## config.mk

```make
export PLATFORM = sky130hd
export DESIGN_NAME = msg_schedule
export DESIGN_NICKNAME = d
export VERILOG_FILES = /design/src/rtl/msg_schedule_pkg.sv /design/src/rtl/msg_schedule_window.sv /design/src/rtl/msg_schedule.sv
export SDC_FILE = /design/constraint.sdc
export NUM_CORES = 1
export LEC_CHECK = 0
export ABC_AREA = 1
export ABC_CLOCK_PERIOD_IN_PS = 20800
export CAP_MARGIN = 20
export CORE_UTILIZATION = 62
export DETAILED_ROUTE_END_ITERATION = 10
export PLACE_DENSITY = 0.83
export SLEW_MARGIN = 40
export SYNTH_ARGS = -nofsm -noshare
export SYNTH_HDL_FRONTEND = slang
export SYNTH_SLANG_ARGS = --single-unit
```

## constraint.sdc

```tcl
create_clock -name clk -period 20.8 [get_ports clk]
set_clock_uncertainty 0.2 [all_clocks]
set_input_delay 2.08 -clock clk [delete_from_list [all_inputs] [get_ports clk]]
set_output_delay 2.08 -clock clk [all_outputs]
set_load 0.05 [all_outputs]
```

## src/rtl/msg_schedule_pkg.sv

```systemverilog
// Shared types, constants and sigma functions for the message schedule.
package msg_schedule_pkg;

    typedef enum logic [1:0] {
        ST_IDLE = 2'd0,
        ST_LOAD = 2'd1,
        ST_GEN  = 2'd2,
        ST_DONE = 2'd3
    } state_t;

    localparam int NUM_ROUNDS = 64;
    localparam int WINDOW     = 16;

    // sigma0(x) = ror7 ^ ror18 ^ shr3
    function automatic logic [31:0] sigma0(input logic [31:0] x);
        return {x[6:0], x[31:7]} ^ {x[17:0], x[31:18]} ^ (x >> 3);
    endfunction

    // sigma1(x) = ror17 ^ ror19 ^ shr10
    function automatic logic [31:0] sigma1(input logic [31:0] x);
        return {x[16:0], x[31:17]} ^ {x[18:0], x[31:19]} ^ (x >> 10);
    endfunction

endpackage

```

## src/rtl/msg_schedule_window.sv

```systemverilog
// msg_window: 16-word sliding window of past schedule words plus the
// next-word adder. Entry WINDOW-1 is the newest word (W_t-1), entry 0 the
// oldest (W_t-16).
module msg_window
    import msg_schedule_pkg::*;
(
    input  logic        clk,
    input  logic        reset,
    input  logic        shift_en,
    input  logic [31:0] shift_data,
    output logic [31:0] next_word
);

    logic [31:0] win_reg [WINDOW];

    generate
        for (genvar gi = 0; gi < WINDOW; gi++) begin : g_win
            // Each entry takes its newer neighbour on a shift; the top entry takes the new word
            always_ff @(posedge clk) begin
                if (reset) begin
                    win_reg[gi] <= '0;
                end else if (shift_en) begin
                    if (gi == WINDOW - 1) begin
                        win_reg[gi] <= shift_data;
                    end else begin
                        win_reg[gi] <= win_reg[gi + 1];
                    end
                end
            end
        end
    endgenerate

    // W_t = sigma1(W_t-2) + W_t-7 + sigma0(W_t-15) + W_t-16, wrapping mod 2^32
    assign next_word = sigma1(win_reg[WINDOW - 2]) + win_reg[WINDOW - 7]
                     + sigma0(win_reg[WINDOW - 15]) + win_reg[0];

endmodule

```

## src/rtl/msg_schedule.sv

```systemverilog
// msg_schedule: loads 16 message words from memory, then expands them into
// the 64-word schedule W_0..W_63, one word per non-held cycle.
// Optional macro MSG_SCHEDULE_BSWAP_EN byte-reverses incoming message words
// (little-endian memories); default treats msg_data as big-endian.
module msg_schedule
    import msg_schedule_pkg::*;
(
    input  logic        clk,
    input  logic        reset,
    input  logic        start,
    input  logic        hold,
    input  logic [31:0] msg_data,
    output logic        msg_enable,
    output logic [3:0]  msg_addr,
    output logic [31:0] W_out,
    output logic        W_valid,
    output logic [5:0]  W_idx,
    output logic        done
);

    localparam logic [5:0] LAST_IDX = 6'(NUM_ROUNDS - 1);
    localparam logic [5:0] LOAD_PENULT = 6'(WINDOW - 2);

    state_t      state_reg, state_next;
    logic [4:0]  rd_cnt_reg;
    logic        msg_enable_reg;
    logic [3:0]  msg_addr_reg;
    logic        data_vld_reg;
    logic [31:0] w_out_reg;
    logic        w_valid_reg;
    logic [5:0]  w_idx_reg;

    logic        load_cap;
    logic        gen_run;
    logic        gen_step;
    logic        shift_en;
    logic [31:0] word_in;
    logic [31:0] next_word;
    logic [31:0] shift_data;

`ifdef MSG_SCHEDULE_BSWAP_EN
    assign word_in = {msg_data[7:0], msg_data[15:8], msg_data[23:16], msg_data[31:24]};
`else
    assign word_in = msg_data;
`endif

    // State register
    always_ff @(posedge clk) begin
        if (reset) begin
            state_reg <= ST_IDLE;
        end else begin
            state_reg <= state_next;
        end
    end

    // Next-state logic: LOAD ends as word 15 is captured, GEN ends after W_63 is shown
    always_comb begin
        state_next = state_reg;
        case (state_reg)
            ST_IDLE: if (start) state_next = ST_LOAD;
            ST_LOAD: if (load_cap && w_valid_reg && w_idx_reg == LOAD_PENULT) state_next = ST_GEN;
            ST_GEN:  if (gen_run && w_idx_reg == LAST_IDX) state_next = ST_DONE;
            ST_DONE: state_next = ST_IDLE;
            default: state_next = ST_IDLE;
        endcase
    end

    // Output/control decode from the current state
    always_comb begin
        done     = 1'b0;
        load_cap = 1'b0;
        gen_run  = 1'b0;
        gen_step = 1'b0;
        case (state_reg)
            ST_LOAD: load_cap = data_vld_reg;
            ST_GEN: begin
                gen_run  = !hold;
                gen_step = !hold && (w_idx_reg != LAST_IDX);
            end
            ST_DONE: done = 1'b1;
            default: ;
        endcase
    end

    // Message read sequencer: 16 reads of addresses 0..15, one per LOAD cycle
    always_ff @(posedge clk) begin
        if (reset) begin
            rd_cnt_reg     <= '0;
            msg_enable_reg <= 1'b0;
            msg_addr_reg   <= '0;
            data_vld_reg   <= 1'b0;
        end else begin
            data_vld_reg <= msg_enable_reg;
            if (state_reg == ST_LOAD && !rd_cnt_reg[4]) begin
                msg_enable_reg <= 1'b1;
                msg_addr_reg   <= rd_cnt_reg[3:0];
                rd_cnt_reg     <= rd_cnt_reg + 5'd1;
            end else begin
                msg_enable_reg <= 1'b0;
                msg_addr_reg   <= '0;
                if (state_reg != ST_LOAD) rd_cnt_reg <= '0;
            end
        end
    end

    // Output word register: capture loaded words, step generated words, freeze on hold
    always_ff @(posedge clk) begin
        if (reset) begin
            w_out_reg   <= '0;
            w_valid_reg <= 1'b0;
            w_idx_reg   <= '0;
        end else if (load_cap) begin
            w_out_reg   <= word_in;
            w_valid_reg <= 1'b1;
            w_idx_reg   <= w_valid_reg ? w_idx_reg + 6'd1 : 6'd0;
        end else if (gen_step) begin
            w_out_reg   <= next_word;
            w_idx_reg   <= w_idx_reg + 6'd1;
        end else if (gen_run || state_reg == ST_IDLE || state_reg == ST_DONE) begin
            w_out_reg   <= '0;
            w_valid_reg <= 1'b0;
            w_idx_reg   <= '0;
        end
    end

    assign shift_en   = load_cap || gen_step;
    assign shift_data = load_cap ? word_in : next_word;

    msg_window u_window (
        .clk        (clk),
        .reset      (reset),
        .shift_en   (shift_en),
        .shift_data (shift_data),
        .next_word  (next_word)
    );

    assign msg_enable = msg_enable_reg;
    assign msg_addr   = msg_addr_reg;
    assign W_out      = w_out_reg;
    assign W_valid    = w_valid_reg;
    assign W_idx      = w_idx_reg;

endmodule
```

Fig. 1: run 1, routed metal, one color a layer
The bar under the picture is 50 µm long.
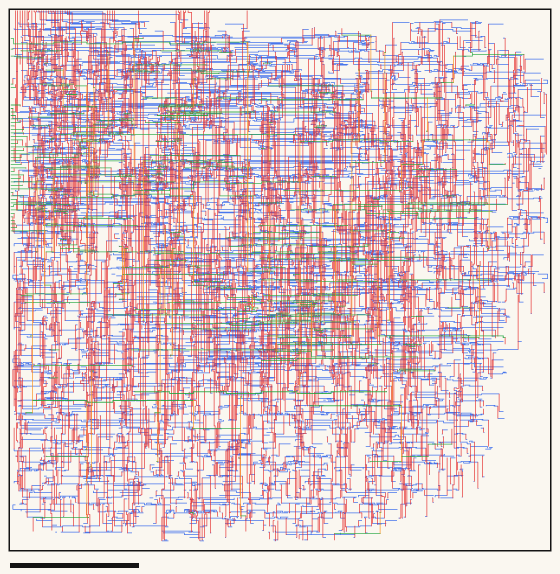
legend:
  green:
    layer: M3
    wire_length: 4120 µm
  orange:
    layer: M4
    wire_length: 1710 µm
  blue:
    layer: M1
    wire_length: 23.8 mm
  red:
    layer: M2
    wire_length: 28.4 mm
total number of vias: 16870
wire length per cell: 17.19 µm
final WL: 58030 µm
gr usage total: 0.2734

Fig. 2: run 1, clock distribution
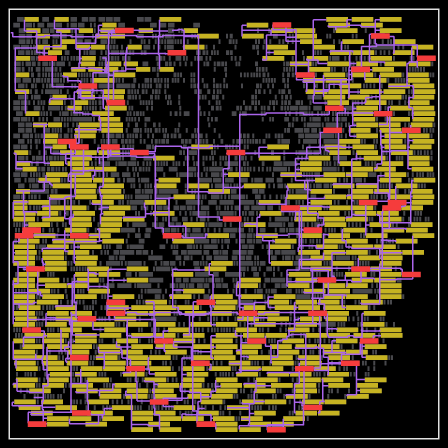
legend:
  yellow:
    item: flip-flops
    count: 564
  purple:
    item: clock wires
    length: 6270 µm
  red:
    item: clock-net drivers
    count: 54
flops lie: widely spread

==> run summary, run 1 <==
Status -> finished, final reports clean
Clock buffer depth -> 3
Post-synthesis async set-or-reset flop share -> 0
DRC violation count after routing -> 0
Yosys warning total -> 0
WP buf/inv -> 6
Multi-In Gates -> 1259
Crit Path Max Fanout -> 107
Max FFs per register -> 512
Tmin final -> 5429 ps
Hold depth -> 2
Flop share of the area -> 0.5506
Final Instance Area -> 29810 µm²
First-pass GRT wire length -> 90600 µm
Seq share, synth -> 0.6120
Largest net degree at the start of global routing -> 130
CP Launch Type -> input pin
CORE AREA -> 42320 µm²
Log Warnings -> 40
Die height -> 210.0 µm
Post-layout worst setup margin -> 15370 ps
Ys cells -> 2676
Data buffer area share -> 0.03433
Syn_nets -> 2812
Logic area -> 7014 µm²
Register area -> 16420 µm²
Endpoints failing hold -> 0
CP Launch Point -> reset
Synth unique cells -> 32
Final GP Congestion -> 0.9779
TritonCTS Buffers -> 54
Reg-to-Reg Start -> u_window.win_reg[1][4]
Synthesized instance count -> 2676
Clock slew at reported path FFs -> 60 ps
# setup viols final -> 0
Reg2Reg Depth -> 19
Clock Sinks -> 564
Total Neg Setup Slack -> 0 ps
Drt pass-1 iters -> 5
Die X-Extent -> 210.0 µm
Non-Clock Inverter Count -> 786
Number of antenna diodes -> 0
Hold crit path type -> reg2reg
CTS tree -> yes
H-Tree Depth -> 2
Worst EP arrival -> 5470 ps
CP endpoint -> u_window.win_reg[4][4]
Mapped Avg Cell Area -> 10.02 µm²
FP Rows -> 75
Antenna-violating nets left -> 0
Min-Delay Endpoint -> W_out[24]
Layout cells sized above 1 -> 0.03430
Core Util, Final -> 0.7044
Levels on crit path -> 7
Synthesized area -> 26820 µm²
I/O Pins -> 81
Post-Layout Cell Count -> 3376
Post-CTS Setup Bufs -> 0
Cell mode on critical path -> buf_12
R2r endpoint -> u_window.win_reg[15][21]
R2R Setup Slk -> 16160 ps
Worst-Skew Late Latency -> 610 ps
Post-CTS sizing -> 0
Signal buffers -> 93
Initial antenna violation count -> 0
Crit path kind -> in2reg
Max Cap Viol -> 0
Root buffer cell -> clkbuf_16
Hold_sp -> W_out[24]
Fill cells -> 2960
Die area -> 44100 µm²
Fig. 3: run 1, track usage over the die
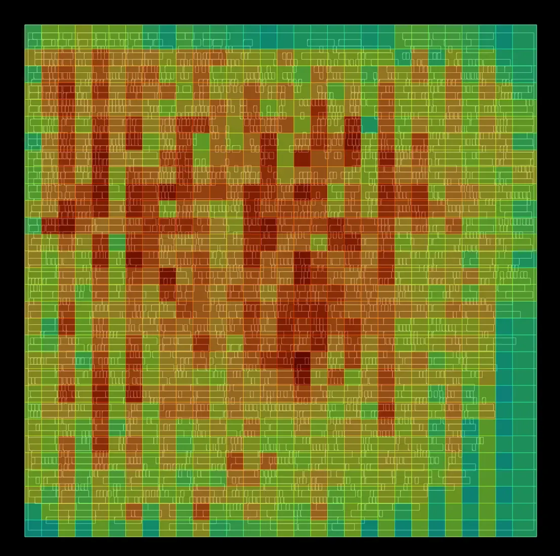
Most Crowded Layer GR: met2
met1 usage: 0.3616

run 1: cells in the mapped netlist, types with 2 or more instances:
cell / n / share of area
fa_1: 62 / 0.046
ha_1: 38 / 0.018
nand2_1: 292 / 0.041
clkbuf_1: 7 / 0.00098
nor2_1: 572 / 0.080
a21o_1: 2 / 0.00056
buf_6: 23 / 0.0097
edfxtp_1: 512 / 0.57
nand3_1: 52 / 0.0097
xnor2_1: 57 / 0.019
o21ai_0: 32 / 0.0060
inv_1: 785 / 0.11
nand4_1: 7 / 0.0016
nand3b_1: 2 / 0.00056
nor3_1: 12 / 0.0022
buf_2: 36 / 0.0067
a21oi_1: 38 / 0.0071
dfxtp_1: 52 / 0.039
o21bai_1: 4 / 0.0011
a31oi_1: 5 / 0.0012
xor2_1: 75 / 0.024
run 1: cells by family (layout without fill, tap and decap cells):
family	Yosys count	after routing	share of synthesized area
simple gates	940	940	0.1357
xor+xnor	132	132	0.04310
buf+inv	853	976	0.1276
flops	564	564	0.6120
fa+ha+maj	100	100	0.06400
compound gates	87	87	0.01759
run 1: cell usage in the layout, fill, tap and decap left out, types with 2 or more instances in the layout:
master	count
clkinvlp_4	4
edfxtp_1	512
clkinv_8	2
ha_1	38
inv_1	785
nand3_1	51
a21o_1	2
a31oi_1	5
dfxtp_1	52
bufinv_16	2
clkbuf_16	56
xnor2_1	57
nand3b_1	2
fa_1	62
buf_4	2
clkinv_1	14
buf_16	3
o21bai_1	4
xor2_1	75
buf_12	4
buf_6	4
nor2_2	2
clkinv_2	8
nand2_1	292
nor2_1	571
clkbuf_1	6
clkdlybuf4s50_1	80
o21ai_0	32
nand4_1	7
a21oi_1	38
inv_6	3
nor3_1	12
run 1: layer usage:
metal,track usage,part of all wire
met1,0.3616,0.41
met3,0.04976,0.071
met4,0.08835,0.030
met5,0,0
met2,0.4612,0.49
--- run 2 (diff from run 1) ---
Settings changed: ABC_CLOCK_PERIOD_IN_PS 20800 to 5500.
Clock period 20.8 ns to 5.5 ns, I/O delays scaled along.
Fig. 4: run 2, track usage over the die
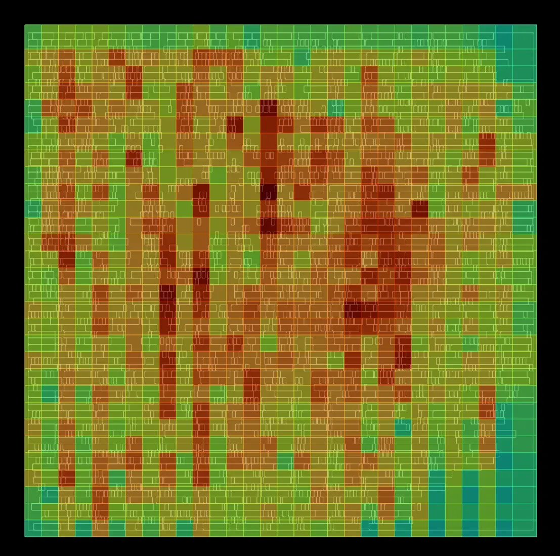
met1 usage: 0.3973
gr usage total: 0.2828
M2 GR Usage: 0.4579
Core Util, Final: 0.7095

==> run 2 against run 1 <==
  * Non-clock buffer count rose by 1
  * Cell count rose by 0.24%
  * Setup slack worse by 15000 ps
  * Die size unchanged
  * First-iteration DRC count shrank 3.4%
==> run summary, run 2 <==
Logic area -> 7049 µm² (was 7014 µm²)
Status -> finished, final reports clean (unchanged)
Post-CTS sizing -> 0 (unchanged)
Post-CTS Setup Bufs -> 0 (unchanged)
Seq share, synth -> 0.6120 (unchanged)
Register area -> 16430 µm² (was 16420 µm²)
Top cells by count -> 785 x inv_1, 572 x nor2_1, 512 x edfxtp_1 (unchanged)
Hold crit path type -> reg2reg (unchanged)
Die height -> 210.0 µm (unchanged)
Drt pass-1 iters -> 7 (was 5)
Log Warnings -> 35 (was 40)
Clock slew at reported path FFs -> 60 ps (about the same)
CP Launch Type -> flop (was input pin)
CTS tree -> yes (unchanged)
Post-Layout Cell Count -> 3384 (was 3376)
Met3 WL post-DR -> 3830 µm (was 4120 µm)
Total number of vias -> 16970 (was 16870)
Count leader, synth -> inv_1 (unchanged)
WP buf/inv -> 4 (was 6)
Flop share of the area -> 0.5473 (was 0.5506)
Top cell area share -> 0.5732 (unchanged)
I/O Pins -> 81 (unchanged)
Fill cells -> 2941 (was 2960)
Crit Path Max Fanout -> 5 (was 107)
Worst EP arrival -> 4920 ps (was 5470 ps)
Yosys warning total -> 0 (unchanged)
Top cells, area -> edfxtp_1 57%, inv_1 11%, nor2_1 8.0% (unchanged)
Die area -> 44100 µm² (unchanged)
FP Rows -> 75 (unchanged)
Worst-Skew Late Latency -> 620 ps (was 610 ps)
Largest net degree at the start of global routing -> 119 (was 130)
Clock Sinks -> 564 (unchanged)
Wire length per cell -> 17.87 µm (was 17.19 µm)
Number of antenna diodes -> 0 (unchanged)
Cell mode on critical path -> inv_1 (was buf_12)
First-pass GRT wire length -> 93010 µm (was 90600 µm)
CORE AREA -> 42320 µm² (unchanged)
Top Metal Used -> met4 (unchanged)
Length of routed wiring on met1 -> 26230 µm (was 23790 µm)
Tmin final -> 4766 ps
Synthesized instance count -> 2676 (unchanged)
Synth unique cells -> 32 (unchanged)
Cell type with the largest total area -> edfxtp_1 (unchanged)
Clock buffer depth -> 3 (unchanged)
Multi-In Gates -> 1259 (unchanged)
Max FFs per register -> 512 (unchanged)
Top cells excl fill/tap -> 783 x inv_1, 571 x nor2_1, 512 x edfxtp_1 (was 785 x inv_1, 571 x nor2_1, 512 x edfxtp_1)
Mapped Avg Cell Area -> 10.02 µm² (unchanged)
Endpoints failing hold -> 0 (unchanged)
Post-synthesis async set-or-reset flop share -> 0 (unchanged)
Synthesized area -> 26820 µm² (unchanged)
TritonCTS Buffers -> 56 (was 54)
Crit path kind -> reg2reg (was in2reg)
Initial antenna violation count -> 0 (unchanged)
Syn_nets -> 2812 (unchanged)
H-Tree Depth -> 2 (unchanged)
DRC violation count after routing -> 0 (unchanged)
## run 2: cell count changes in the layout (fill, tap and decap cells not counted), sizes merged
cell / change
inv: +2
bufinv: +5
buf: +1
clkinv: -2
clkbuf: +6
clkinvlp: -4
## run 2: logic make-up after synthesis
| kind of cell | synth area share |
|---|---|
| DFF | 0.6120 |
| and+or+nand+nor | 0.1357 |
| adders and majority gates | 0.06400 |
| buffers and inverters | 0.1276 |
| AOI/OAI and AO/OA | 0.01759 |
| xor gates and xnor gates | 0.04310 |
## run 2: routing by layer
| layer | global-route usage | up-vias |
|---|---|---|
| li1 | - | 8163 |
| met1 | 0.3973 | 8161 |
| met2 | 0.4579 | 544 |
| met3 | 0.03769 | 104 |
| met4 | 0.09967 | 0 |
| met5 | 0 | - |
## run 2: final timing paths
| kind | from | to | slack [ps] | cells after the start |
|---|---|---|---|---|
| worst max-delay path | u_window.win_reg[1][4] | u_window.win_reg[15][17] | 730 | 18 |
| worst min-delay path | msg_enable | data_vld_reg | 230 | 2 |
| worst max register to register | u_window.win_reg[1][4] | u_window.win_reg[15][17] | 730 | 18 |
| worst min register to register | msg_enable | data_vld_reg | 230 | 2 |
## run 2: metrics by stage
step	instance area, µm²	setup WS [ps]	utilization	setup TNS [ps]
final	30030	733.9	0.7095	0
after global routing	30030	518.6	0.7095	0
after CTS	30030	715.5	0.7095	0
after detailed placement	28190	783.3	0.6661	0
after global placement	28100	810.1	0.6640	0
after floorplan	26920	-1034	-	-529640
--- run 3 (diff from run 2) ---
Settings changed: ABC_AREA 1 to 0.
Fig. 5: run 3, cell area per tile
20 x 20 tiles, from dark blue (low) to red (high), 0 to 100% covered.
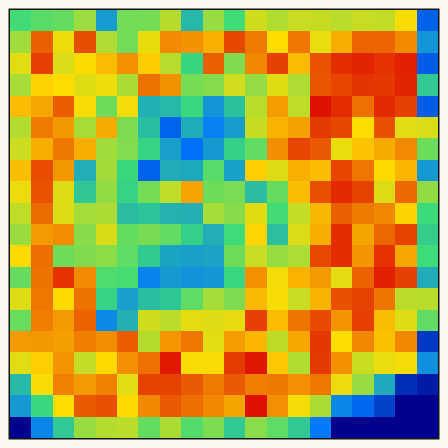
tiles over 75% full: 43%
mean over tiles: 67%
nearly empty tiles: 2.0%

==> run 3 against run 2 <==
  * Non-clock buffer count increased by 10
  * Critical endpoint is now u_window.win_reg[15][23]
  * Final area shrank 4.7%
  * Area after synthesis fell by 5.8%
  * Register-to-register slack lost 40 ps
==> run summary, run 3 <==
Seq share, synth -> 0.6493 (was 0.6120)
Post-synthesis async set-or-reset flop share -> 0 (unchanged)
First-pass GRT wire length -> 83610 µm (was 93010 µm)
Max FFs per register -> 512 (unchanged)
Register area -> 16420 µm² (was 16430 µm²)
H-Tree Depth -> 2 (unchanged)
Worst EP arrival -> 4950 ps (was 4920 ps)
Largest net degree at the start of global routing -> 241 (was 119)
Crit path kind -> reg2reg (unchanged)
Hold_sp -> W_out[14] (was msg_enable)
CP Launch Point -> u_window.win_reg[14][18] (was u_window.win_reg[1][4])
Synthesized instance count -> 1858 (was 2676)
Post-CTS sizing -> 0 (unchanged)
Post-DP HPWL -> 37660 µm (was 43050 µm)
Crit Path Max Fanout -> 4 (was 5)
Log Warnings -> 34 (was 35)
Top cells excl fill/tap -> 512 x edfxtp_1, 489 x and2_1, 150 x inv_1 (was 783 x inv_1, 571 x nor2_1, 512 x edfxtp_1)
Min-Delay Endpoint -> W_out[14] (was data_vld_reg)
Commonest Layout Cell -> edfxtp_1 (was inv_1)
Syn_nets -> 1994 (was 2812)
Cell type with the largest total area -> edfxtp_1 (unchanged)
Endpoints failing hold -> 0 (unchanged)
Post-CTS Setup Bufs -> 0 (unchanged)
Status -> finished, final reports clean (unchanged)
Die X-Extent -> 203.9 µm (was 210.0 µm)
Mapped Avg Cell Area -> 13.61 µm² (was 10.02 µm²)
Layout cells sized above 1 -> 0.06039 (was 0.04097)
Non-Clock Inverter Count -> 150 (was 786)
DRC violation count after routing -> 0 (unchanged)
CP Launch Type -> flop (unchanged)
Die height -> 203.9 µm (was 210.0 µm)
Total number of vias -> 13920 (was 16970)
FP Rows -> 73 (was 75)
Count leader, synth -> edfxtp_1 (was inv_1)
Signal buffers -> 104 (was 94)
# setup viols final -> 0 (unchanged)
Worst-Skew Late Latency -> 610 ps (was 620 ps)
CTS tree -> yes (unchanged)
R2r endpoint -> u_window.win_reg[15][23] (was u_window.win_reg[15][17])
Data buffer area share -> 0.03834 (was 0.03450)
Synth unique cells -> 59 (was 32)
Clock buffer depth -> 3 (unchanged)
Period utilisation layout -> 0.8730 (was 0.8666)
Wire length per cell -> 21.89 µm (was 17.87 µm)
Total Neg Setup Slack -> 0 ps (unchanged)
Initial antenna violation count -> 2 (was 0)
Multi-In Gates -> 1067 (was 1259)
CTS hold repair buffers -> 0 (unchanged)
Ys cells -> 1858 (was 2676)
Top cells, area -> edfxtp_1 61%, and2_1 12%, fa_1 4.9% (was edfxtp_1 57%, inv_1 11%, nor2_1 8.0%)
Final clock-cell share -> 0.06531 (was 0.06121)
Area growth syn-to-layout -> 13.21% (was 11.95%)
CP endpoint -> u_window.win_reg[15][23] (was u_window.win_reg[15][17])
Reg2Reg Depth -> 16 (was 18)
Hold crit path type -> reg2reg (unchanged)
Max Cap Viol -> 0 (unchanged)
Clock slew at reported path FFs -> 60 ps (about the same)
CORE AREA -> 40010 µm² (was 42320 µm²)
EDFF count, synth -> 512 (unchanged)
Flop share of the area -> 0.5736 (was 0.5473)
Logic area -> 8019 µm² (was 7049 µm²)
Fill cells -> 2604 (was 2941)
Top cell area share -> 0.6082 (was 0.5732)
Yosys warning total -> 0 (unchanged)
Synthesized area -> 25280 µm² (was 26820 µm²)
Reg-to-Reg Start -> u_window.win_reg[14][18] (was u_window.win_reg[1][4])
Clock Sinks -> 564 (unchanged)
Hold depth -> 1 (was 2)
TritonCTS Buffers -> 54 (was 56)
Final WL -> 54990 µm (was 60470 µm)
Final GP Congestion -> 0.9787 (was 0.9762)
Gr usage total -> 0.2760 (was 0.2828)
Antenna-violating nets left -> 0 (unchanged)
Number of antenna diodes -> 0 (unchanged)
R2R Setup Slk -> 700 ps (was 730 ps)
Top cells by count -> 512 x edfxtp_1, 490 x and2_1, 150 x inv_1 (was 785 x inv_1, 572 x nor2_1, 512 x edfxtp_1)
Root buffer cell -> clkbuf_16 (unchanged)
Drt pass-1 iters -> 7 (unchanged)
I/O Pins -> 81 (unchanged)
Die area -> 41590 µm² (was 44100 µm²)
Tmin final -> 4801 ps (was 4766 ps)
-- run 3: cell types whose count changed in the layout (fill, tap and decap cells not counted), sizes merged, moves of 39 or more --
cell	before	now
nand3	52	13
xor2	75	27
and2	0	490
inv	791	156
xnor2	57	122
nor2	573	41
nand2	293	59
-- run 3: stage by stage --
stage	utilization	instances	hold WS [ps]	instance area, µm²	setup WS [ps]
after floorplan	-	1858	266.0	25290	16.91
after global placement	0.6676	2408	237.0	26710	764.2
after detailed placement	0.6686	2410	241.0	26750	746.5
after CTS	0.7153	2512	257.5	28620	731.0
after global routing	0.7154	2512	270.5	28620	421.6
final	0.7154	2512	257.1	28620	698.7
-- run 3: worst max-delay path, stage by stage, from the launching register on --
cell	delay, ps
edfxtp_1	490
xnor2_1	180
xnor2_1	160
fa_1	520
inv_1	50
fa_1	540
inv_1	60
ha_1	220
fa_1	400
a21o_1	220
a221oi_2	390
o41ai_1	160
o21ai_0	320
nand2_1	140
nand4_1	130
mux2i_1	280
nand2_1	90
-- run 3: cell families (layout without fill, tap and decap cells) --
kind of cell,after synthesis,count (layout),synth area share
AND-OR/OR-AND,172,172,0.04667
XOR/XNOR,149,149,0.05162
adder cells (fa/ha/maj),100,100,0.06790
buffers and inverters,227,356,0.03405
flip-flops,564,564,0.6493
multiplexers,4,4,0.001584
AND/OR/NAND/NOR,642,642,0.1488
-- run 3: metal layers --
layer	routed length [µm]	global-route usage
met5	0	0
met4	1512	0.07996
met3	3446	0.05214
met2	26220	0.4390
met1	23810	0.3912

==> screenshots <==
Logic cells by family.
The bar under the picture is 50 µm long.
Plate I
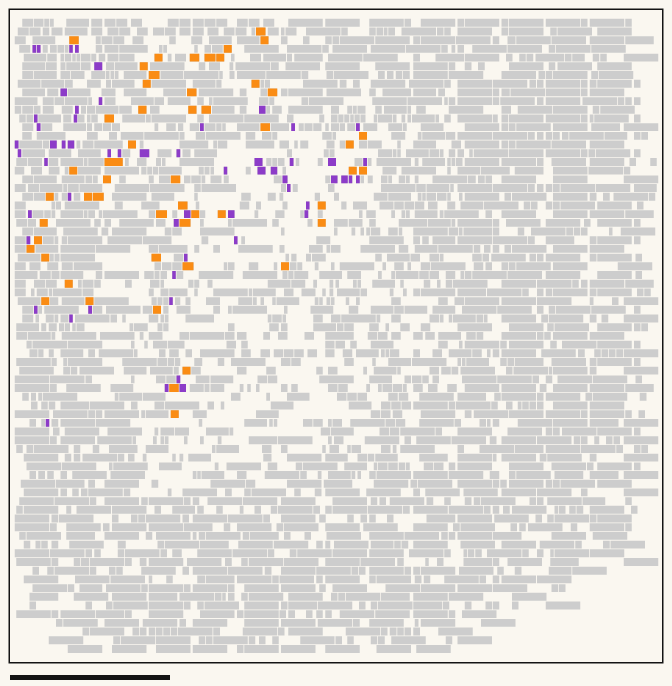
Plate II
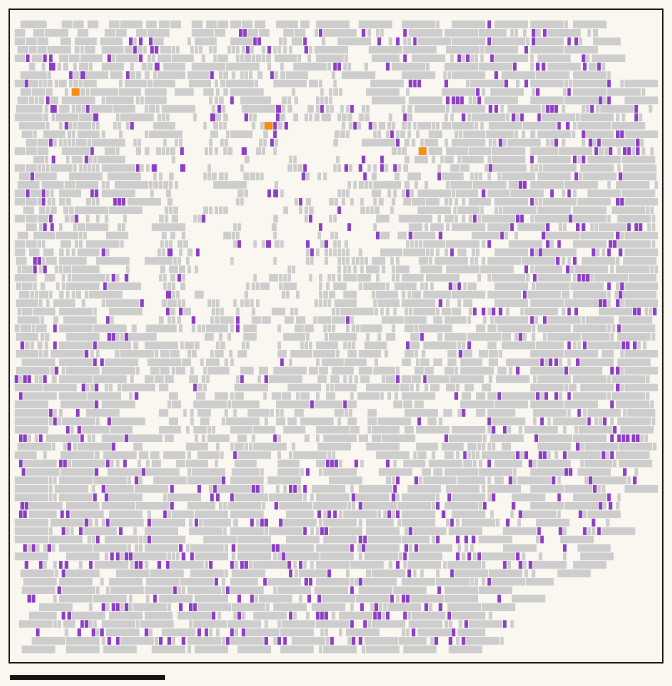
Plate III
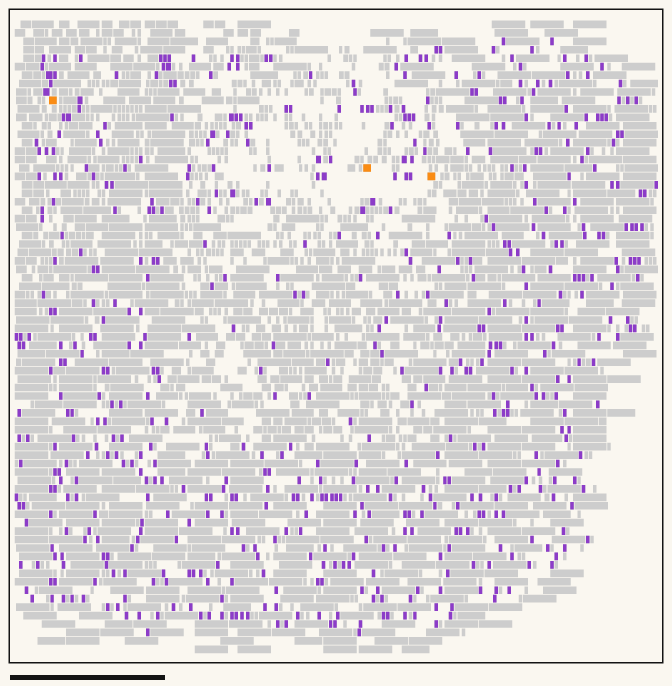
The one with the fewest cells is Plate I.
run 1 -> Plate III
run 3 -> Plate I
run 2 -> Plate II

